run_1/m2.png
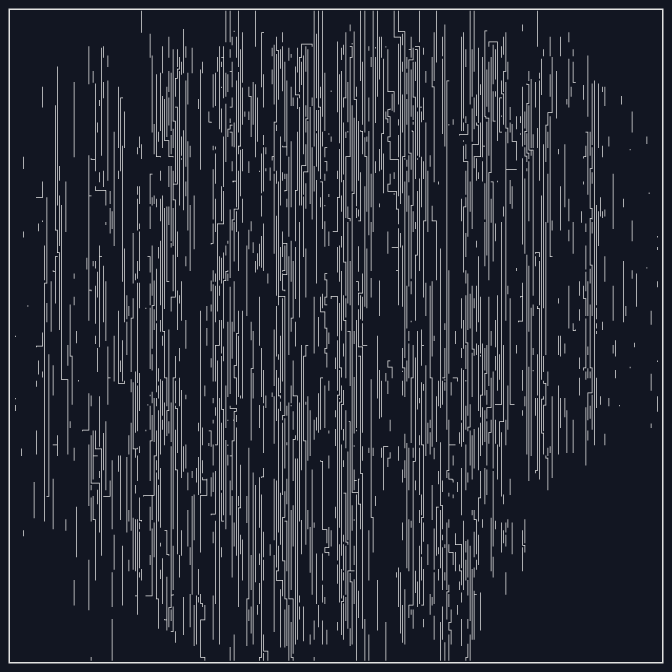
run_1/gates.png
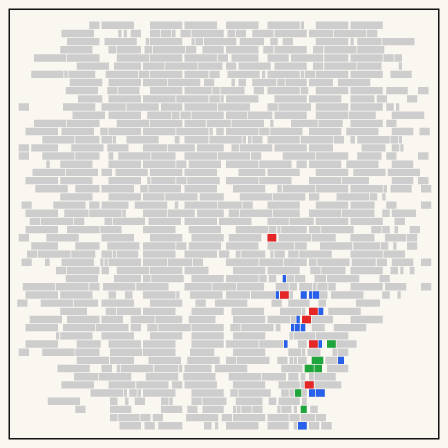
run_1/util_map.png
The die is cut into 14 by 14 equal tiles; white is low, dark blue is high, 0 to 100% covered.
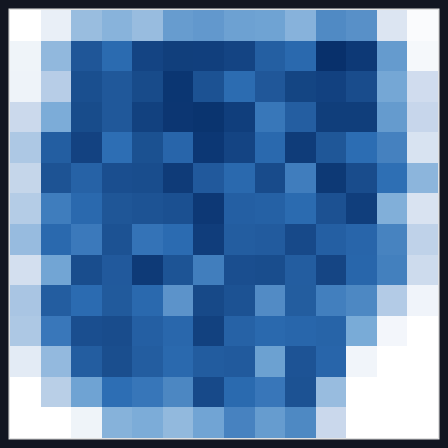
==> src/rtl/fifo_pkg.sv <==
// Shared constants and helpers for the synchronous FIFO block.
package fifo_pkg;

    localparam int unsigned DEF_WIDTH = 32;
    localparam int unsigned DEF_DEPTH = 8;

    // Pointer width for a power-of-two depth.
    function automatic int unsigned ptr_width(input int unsigned depth);
        return $clog2(depth);
    endfunction

endpackage

==> src/rtl/fifo_mem.sv <==
// Depth x Width register array with one synchronous write port and one registered read port.
module fifo_mem
    import fifo_pkg::*;
#(
    parameter int unsigned WIDTH = DEF_WIDTH,
    parameter int unsigned DEPTH = DEF_DEPTH,
    parameter int unsigned AW    = ptr_width(DEF_DEPTH)
) (
    input  logic             clk,
    input  logic             rst,
    input  logic             we,
    input  logic [AW-1:0]    waddr,
    input  logic [WIDTH-1:0] wdata,
    input  logic             re,
    input  logic [AW-1:0]    raddr,
    output logic [WIDTH-1:0] rdata
);

    logic [WIDTH-1:0] mem [DEPTH];

    // Storage is deliberately left out of reset.
    always_ff @(posedge clk) begin
        if (we) begin
            mem[waddr] <= wdata;
        end
    end

    // Read data holds its value whenever no read is accepted.
    always_ff @(posedge clk) begin
        if (rst) begin
            rdata <= '0;
        end else if (re) begin
            rdata <= mem[raddr];
        end
    end

endmodule

==> src/rtl/sync_fifo_top.sv <==
// Single-clock FIFO: pointer/count control and registered flags around fifo_mem.
module sync_fifo_top
    import fifo_pkg::*;
#(
    parameter int unsigned WIDTH = DEF_WIDTH,
    parameter int unsigned DEPTH = DEF_DEPTH
) (
    input  logic             clk_w,
    input  logic             rst_n,
    input  logic             clk_r,
    input  logic [WIDTH-1:0] data_in,
    input  logic             wr_en,
    input  logic             rd_en,
    output logic [WIDTH-1:0] data_out,
    output logic             full,
    output logic             empty
);

    localparam int unsigned PW = ptr_width(DEPTH);
    localparam int unsigned CW = PW + 1;

    logic [PW-1:0] wr_ptr;
    logic [PW-1:0] rd_ptr;
    logic [CW-1:0] count;
    logic [CW-1:0] count_nxt;
    logic          we;
    logic          re;

    // clk_r exists only for port compatibility.
    logic unused_clk_r;
    assign unused_clk_r = clk_r;

    // A full FIFO still accepts a write when a read frees a slot on the same edge.
    assign we = wr_en & (~full | rd_en);
    assign re = rd_en & ~empty;

    always_comb begin
        count_nxt = count;
        if (we && !re) begin
            count_nxt = count + CW'(1);
        end else if (re && !we) begin
            count_nxt = count - CW'(1);
        end
    end

    // rst_n is active-high despite its name.
    always_ff @(posedge clk_w) begin
        if (rst_n) begin
            wr_ptr <= '0;
            rd_ptr <= '0;
            count  <= '0;
            full   <= 1'b0;
            empty  <= 1'b1;
        end else begin
            if (we) begin
                wr_ptr <= wr_ptr + PW'(1);
            end
            if (re) begin
                rd_ptr <= rd_ptr + PW'(1);
            end
            count <= count_nxt;
            full  <= (count_nxt == CW'(DEPTH));
            empty <= (count_nxt == CW'(0));
        end
    end

    fifo_mem #(
        .WIDTH (WIDTH),
        .DEPTH (DEPTH),
        .AW    (PW)
    ) u_mem (
        .clk   (clk_w),
        .rst   (rst_n),
        .we    (we),
        .waddr (wr_ptr),
        .wdata (data_in),
        .re    (re),
        .raddr (rd_ptr),
        .rdata (data_out)
    );

endmodule

==> config.mk <==
export PLATFORM = sky130hd
export DESIGN_NAME = sync_fifo_top
export DESIGN_NICKNAME = d
export VERILOG_FILES = /design/src/rtl/fifo_pkg.sv /design/src/rtl/fifo_mem.sv /design/src/rtl/sync_fifo_top.sv
export SDC_FILE = /design/constraint.sdc
export NUM_CORES = 1
export LEC_CHECK = 0
export CORE_MARGIN = 2
export CORE_UTILIZATION = 59
export CTS_BUF_LIST = sky130_fd_sc_hd__clkbuf_16
export DETAILED_ROUTE_END_ITERATION = 6
export HOLD_SLACK_MARGIN = 0.15
export PLACE_DENSITY = 0.85
export SYNTH_ARGS = -nofsm -noshare
export SYNTH_HDL_FRONTEND = slang
export SYNTH_SLANG_ARGS = --single-unit
export TNS_END_PERCENT = 1
==> constraint.sdc <==
create_clock -name clk_w -period 7.8 [get_ports clk_w]
set_input_delay 1.56 -clock clk_w [delete_from_list [all_inputs] [get_ports clk_w]]
set_output_delay 1.56 -clock clk_w [all_outputs]
set_load 0.03 [all_outputs]
==> results.json, run 1 <==
{
  "outcome": "completed",
  "routed_wl_um": 21600,
  "synth_area_leader_cell": "edfxtp_1",
  "grtUsageMet1_pct": 29.6,
  "fill_cells": 1107,
  "setup_viol": 0,
  "core_area_sq_um": 18800,
  "fin_nets": 681,
  "place_ws_ns": 3.51,
  "reg2reg_to": "u_mem.rdata[19]$_SDFFE_PP0P_",
  "ys_top_logic_family": "multiplexers",
  "met2_usage_pct": 38.7,
  "clock_buffers": 29,
  "power_w": 0.00380,
  "grt_setup_unrepaired": "false",
  "worst_slack_ns": 4.07,
  "yosys.stat.seqShare_pct": 75.8,
  "hold_buffers": 0,
  "area_leaders": "edfxtp_1 (68%), mux4_2 (13%), dfxtp_1 (7.8%)",
  "crit_chain": "clkdlybuf4s50_1, nand2b_2, nand2_1, nor3_2, buf_4",
  "cts_htree_levels": 1,
  "rows": 50,
  "syn_inst": 558,
  "vdd_drop_max_mv": 0.234,
  "top_layer": "met4",
  "gr-max-usage-layer": "met2",
  "worstPathArrival_ns": 3.91,
  "drtIter0Drc": 564,
  "drv_slew": 0,
  "inverters": 2,
  "cts_setup_buffers": 0,
  "largest-register": "u_mem.mem",
  "cts_tree": "yes",
  "power-top-group": "sequential cells",
  "p_leak_nw": 4.12,
  "final_util_pct": 70.1,
  "synth_top_area_share_pct": 68.0,
  "nNonClkBuffers": 83,
  "tightest_slew_ns": 1.05,
  "edf_count": 256,
  "seqCellArea_sq_um": 8570,
  "yosys.area_share.simple_pct": 3.27,
  "synth_area_sq_um": 11300,
  "switchingPower_w": 0.000942,
  "post_cts_resized": 0,
  "clockBufferDepth": 3,
  "mux_area_share_pct": 15.6,
  "internal_power_w": 0.00286,
  "end_kind": "flop",
  "crit_cells": 5,
  "io_pins": 71,
  "dp_cells": 844,
  "r2r_setup_slack_ns": 5.20,
  "ys_async_sr_fraction_pct": 0,
  "largest_register_ffs": 256,
  "clk_latency_ns": 0.53,
  "cts_buffers": 28,
  "seq_area_share_pct": 65.2,
  "fp_util_pct": 60.3,
  "cts_sinks": 300
}
## Picture notes: m2.png
613 nets have wire on it. The longest straight run is 79.6 um. The layer holds 53% of the routed length. The layer carries 11400 um of wire.

## Picture notes: gates.png
and/or cells: shown in green, cells 6. nand cells: shown in blue, cells 16. xor and xnor cells: shown in red, cells 6.
multi-input combinational area share: 19.8%
fin cells: 898
Top cell excl fill/tap: edfxtp_1

## Picture notes: util_map.png
6.6% of the tiles are nearly empty. The emptiest ninth of the die: lower right. 54% of the tiles are over 75% full. The fullest tile reaches 100%. The mean over all tiles is 63%.

[run 1: cells in the final DEF (no fill, tap or decap), drive strengths merged, types with 3 or more instances in the layout]
master | Yosys | final
edfxtp | 256 | 256
xor2 | 3 | 3
o21ai | 4 | 4
xnor2 | 3 | 3
clkinv | 0 | 9
clkdlybuf4s50 | 0 | 68
inv | 2 | 14
mux2i | 32 | 32
mux4 | 64 | 64
nand2 | 7 | 7
a21oi | 4 | 4
clkbuf | 12 | 29
nand2b | 6 | 6
a211oi | 33 | 33
nor3 | 5 | 5
nand3 | 3 | 3
ha | 4 | 4
nor2 | 45 | 45
dfxtp | 44 | 44
buf | 19 | 15
==> inputs of run 2 (changes only) <==
Clock period 7.8 ns to 3.55 ns, I/O delays scaled along.
==> results.json, run 2 <==
{
  "min_path_type": "flop to flop",
  "top_cells_by_count": "edfxtp_1 (256), mux4_2 (64), dfxtp_1 (44), nor2_1 (44), a211oi_1 (33)",
  "dr.pass1.iters": 4,
  "fin_nets": 690,
  "clk_latency_ns": 0.54,
  "largest-register": "u_mem.mem",
  "drv_slew": 0,
  "syn_inst": 558,
  "cts_sinks": 300,
  "avgSynthCellArea_sq_um": 20.3,
  "timing.critical_path.required_ns": 3.78,
  "reg2reg_from": "wr_ptr[0]$_SDFFE_PP0P_",
  "grt_pass1_wl_um": 34400,
  "crit_start": "rd_en",
  "outcome": "completed",
  "end_kind": "flop",
  "die_area_sq_um": 20300,
  "ys_async_sr_fraction_pct": 0,
  "yosys.stat.seqShare_pct": 75.8,
  "hold_buffers": 0,
  "synthAdderAreaFrac_pct": 0.443,
  "period_used_pct": 67.4,
  "worst_slack_ns": 1.16,
  "period_minus_slack_ns": 2.39,
  "viasPerCell": 6.28,
  "stdcell_area_sq_um": 13200,
  "placed_cell_area_sq_um": 12400,
  "yosys_cells": 558,
  "largest_register_ffs": 256,
  "most_common_cell": "edfxtp_1",
  "max_freq_mhz": 418,
  "warnings": 29,
  "setup_viol": 0,
  "drive_above_1_share_pct": 21.6,
  "aoi_share_pct": 2.79,
  "drtAntennaViolNets": 0,
  "antenna_cells": 0,
  "finalWeightedCongestion": 0.813,
  "fin_cells": 905,
  "whs_path_depth": 2,
  "area_leaders": "edfxtp_1 (68%), mux4_2 (13%), dfxtp_1 (7.8%)",
  "fp_util_pct": 60.3,
  "synth_cell_types": 35,
  "path_class": "input port to flop",
  "ys.flop_type": "edfxtp_1",
  "top_regs": "u_mem.mem: 256 flops, u_mem.rdata: 32 flops, count: 4 flops",
  "critPathBufInv": 2,
  "overflow": 0,
  "ys_sh_xor_pct": 0.465,
  "clkTransAtPathRegs_ns": 0.06,
  "slew_headroom_pct": 28.7,
  "antenna_found_initial": 0,
  "crit_cells": 5,
  "ys.warnings.count": 0,
  "max_stage_delay_ns": 0.60,
  "lay_top_count": "edfxtp_1",
  "edf_count": 256,
  "clockBufferDepth": 3,
  "synth_top_area_share_pct": 68.0,
  "crit_chain": "clkdlybuf4s50_1, nand2b_2, nand3_1, nor2_4, buf_4",
  "ys_top_logic_family": "multiplexers",
  "grt_max_degree": 44,
  "worstSetupEndpoint": "u_mem.mem[5][4]$_DFFE_PP_",
  "min_from": "u_mem.rdata[2]$_SDFFE_PP0P_",
  "cts_buffers": 28,
  "critPathSlowestCell": "clkdlybuf4s50_1",
  "place_ws_ns": 0.599,
  "cts_tree": "yes",
  "dp_cells": 853,
  "worstPathArrival_ns": 2.62,
  "holdWs_ns": 0.499,
  "post_cts_resized": 0,
  "timing.max_cap.violations": 0,
  "dp_hpwl_um": 12500,
  "grt_pass1_vias": 5924,
  "yosys_area_sq_um": 11300,
  "ys.flops": 300,
  "setup_tns_ns": 0,
  "drtIter0Drc": 440,
  "reg2reg_depth": 3,
  "tightest_slew_ns": 1.07,
  "grt_setup_unrepaired": "false",
  "power_w": 0.00836,
  "die_height_um": 142,
  "lay_top_cells": "edfxtp_1 (256), clkdlybuf4s50_1 (68), mux4_2 (64), nor2_1 (41), dfxtp_1 (41)",
  "pwr_density_cell_nw_per_um2": 632,
  "io_pins": 71,
  "cp-start-kind": "input port",
  "reg2reg_to": "u_mem.mem[5][4]$_DFFE_PP_",
  "rows": 50,
  "core_area_sq_um": 18800,
  "path_max_fanout": 12,
  "path_delay_family": "simple AND/OR/NAND/NOR gates",
  "p_leak_nw": 4.14,
  "fin_skew_ns": 0.0125,
  "area_delta_synth_final_pct": 16.8,
  "finalHoldViolCount": 0,
  "mux_area_share_pct": 15.6,
  "synth_area_leader_cell": "edfxtp_1",
  "cts_htree_levels": 1,
  "vdd_drop_max_mv": 0.333,
  "clockRootBuffer": "clkbuf_16",
  "synth_area_sq_um": 11300,
  "remaining_drc_errors": 0,
  "portBuffers": 69,
  "fill_cells": 1050,
  "fp_nets": 599,
  "cts_setup_buffers": 0,
  "fp.dieW_um": 142,
  "hold_end": "u_mem.rdata[2]$_SDFFE_PP0P_",
  "yosys.area_share.simple_pct": 3.27,
  "r2r_setup_slack_ns": 1.49
}
==> run 2: cell type report <==
class                   count  area, sq um  area share, %
well taps                 234          293           2.22
flip-flops and latches    300         8570           64.9
multi-input cells         225         2620           19.8
clock buffers              29          726           5.49
clock inverters            23          125          0.947
inverters                   2         7.51         0.0568
repair buffers             92          871           6.59
==> run 2: report_power, final <==
group | internal [W] | switching (W) | total [W]
logic | 0.000663 | 0.000773 | 0.00144
clock network | 0.00154 | 0.00122 | 0.00277
registers | 0.00403 | 0.000127 | 0.00415
total | 0.00623 | 0.00212 | 0.00836
==> run 2: metal layers <==
metal	GRT usage, %	up-vias	routed length [um]	share of wire, %
met5	0	-	0	0
met4	7.82	0	505	2.2
met3	3.53	41	1550	6.9
met2	38.7	230	11500	51
met1	31.3	2964	8970	40
li1	-	2451	-	-
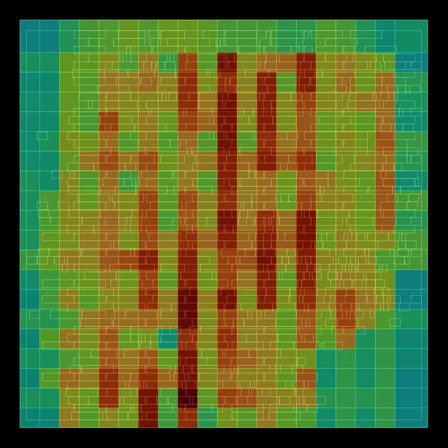
run_2/congestion_map.png
fin util: 70.4%
routing usage on met1: 31.3%
GRT Total Usage: 23.0%

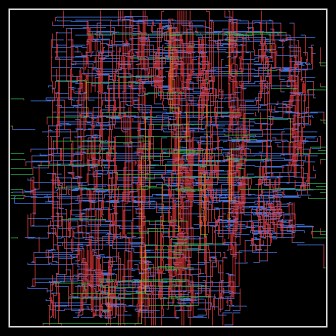
run_2/layers.png
M4: shown in orange, wire length 506 um. M2: shown in red, wire length 11500 um. M3: shown in green, wire length 1550 um. M1: shown in blue, wire length 8970 um.
final wirelength: 22600 um
WL/cell: 24.9 um
detailed-route via count: 5686

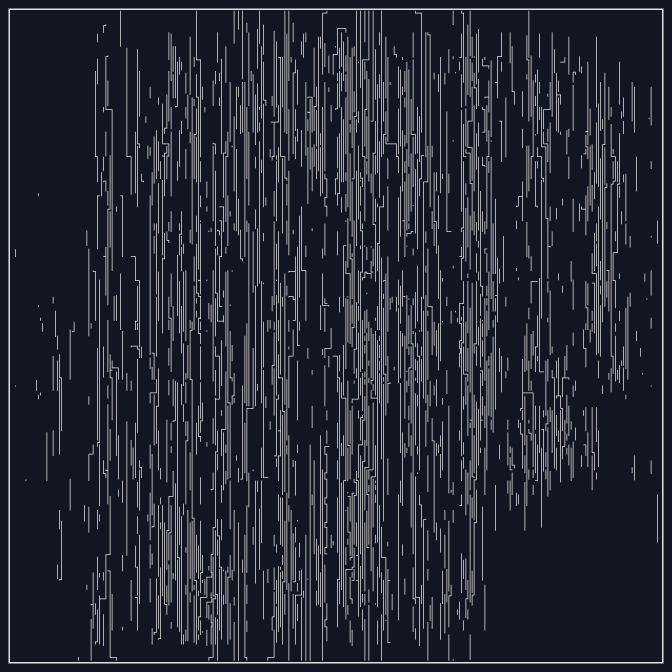
run_2/m2.png
The layer carries 11500 um of wire. The layer holds 51% of the routed length. The wires run mostly vertical. The longest straight run is 47.1 um. 635 nets have wire on it.
met2 Use GR: 38.7%

No activity file was given, so power comes from the tool's default toggle rates.
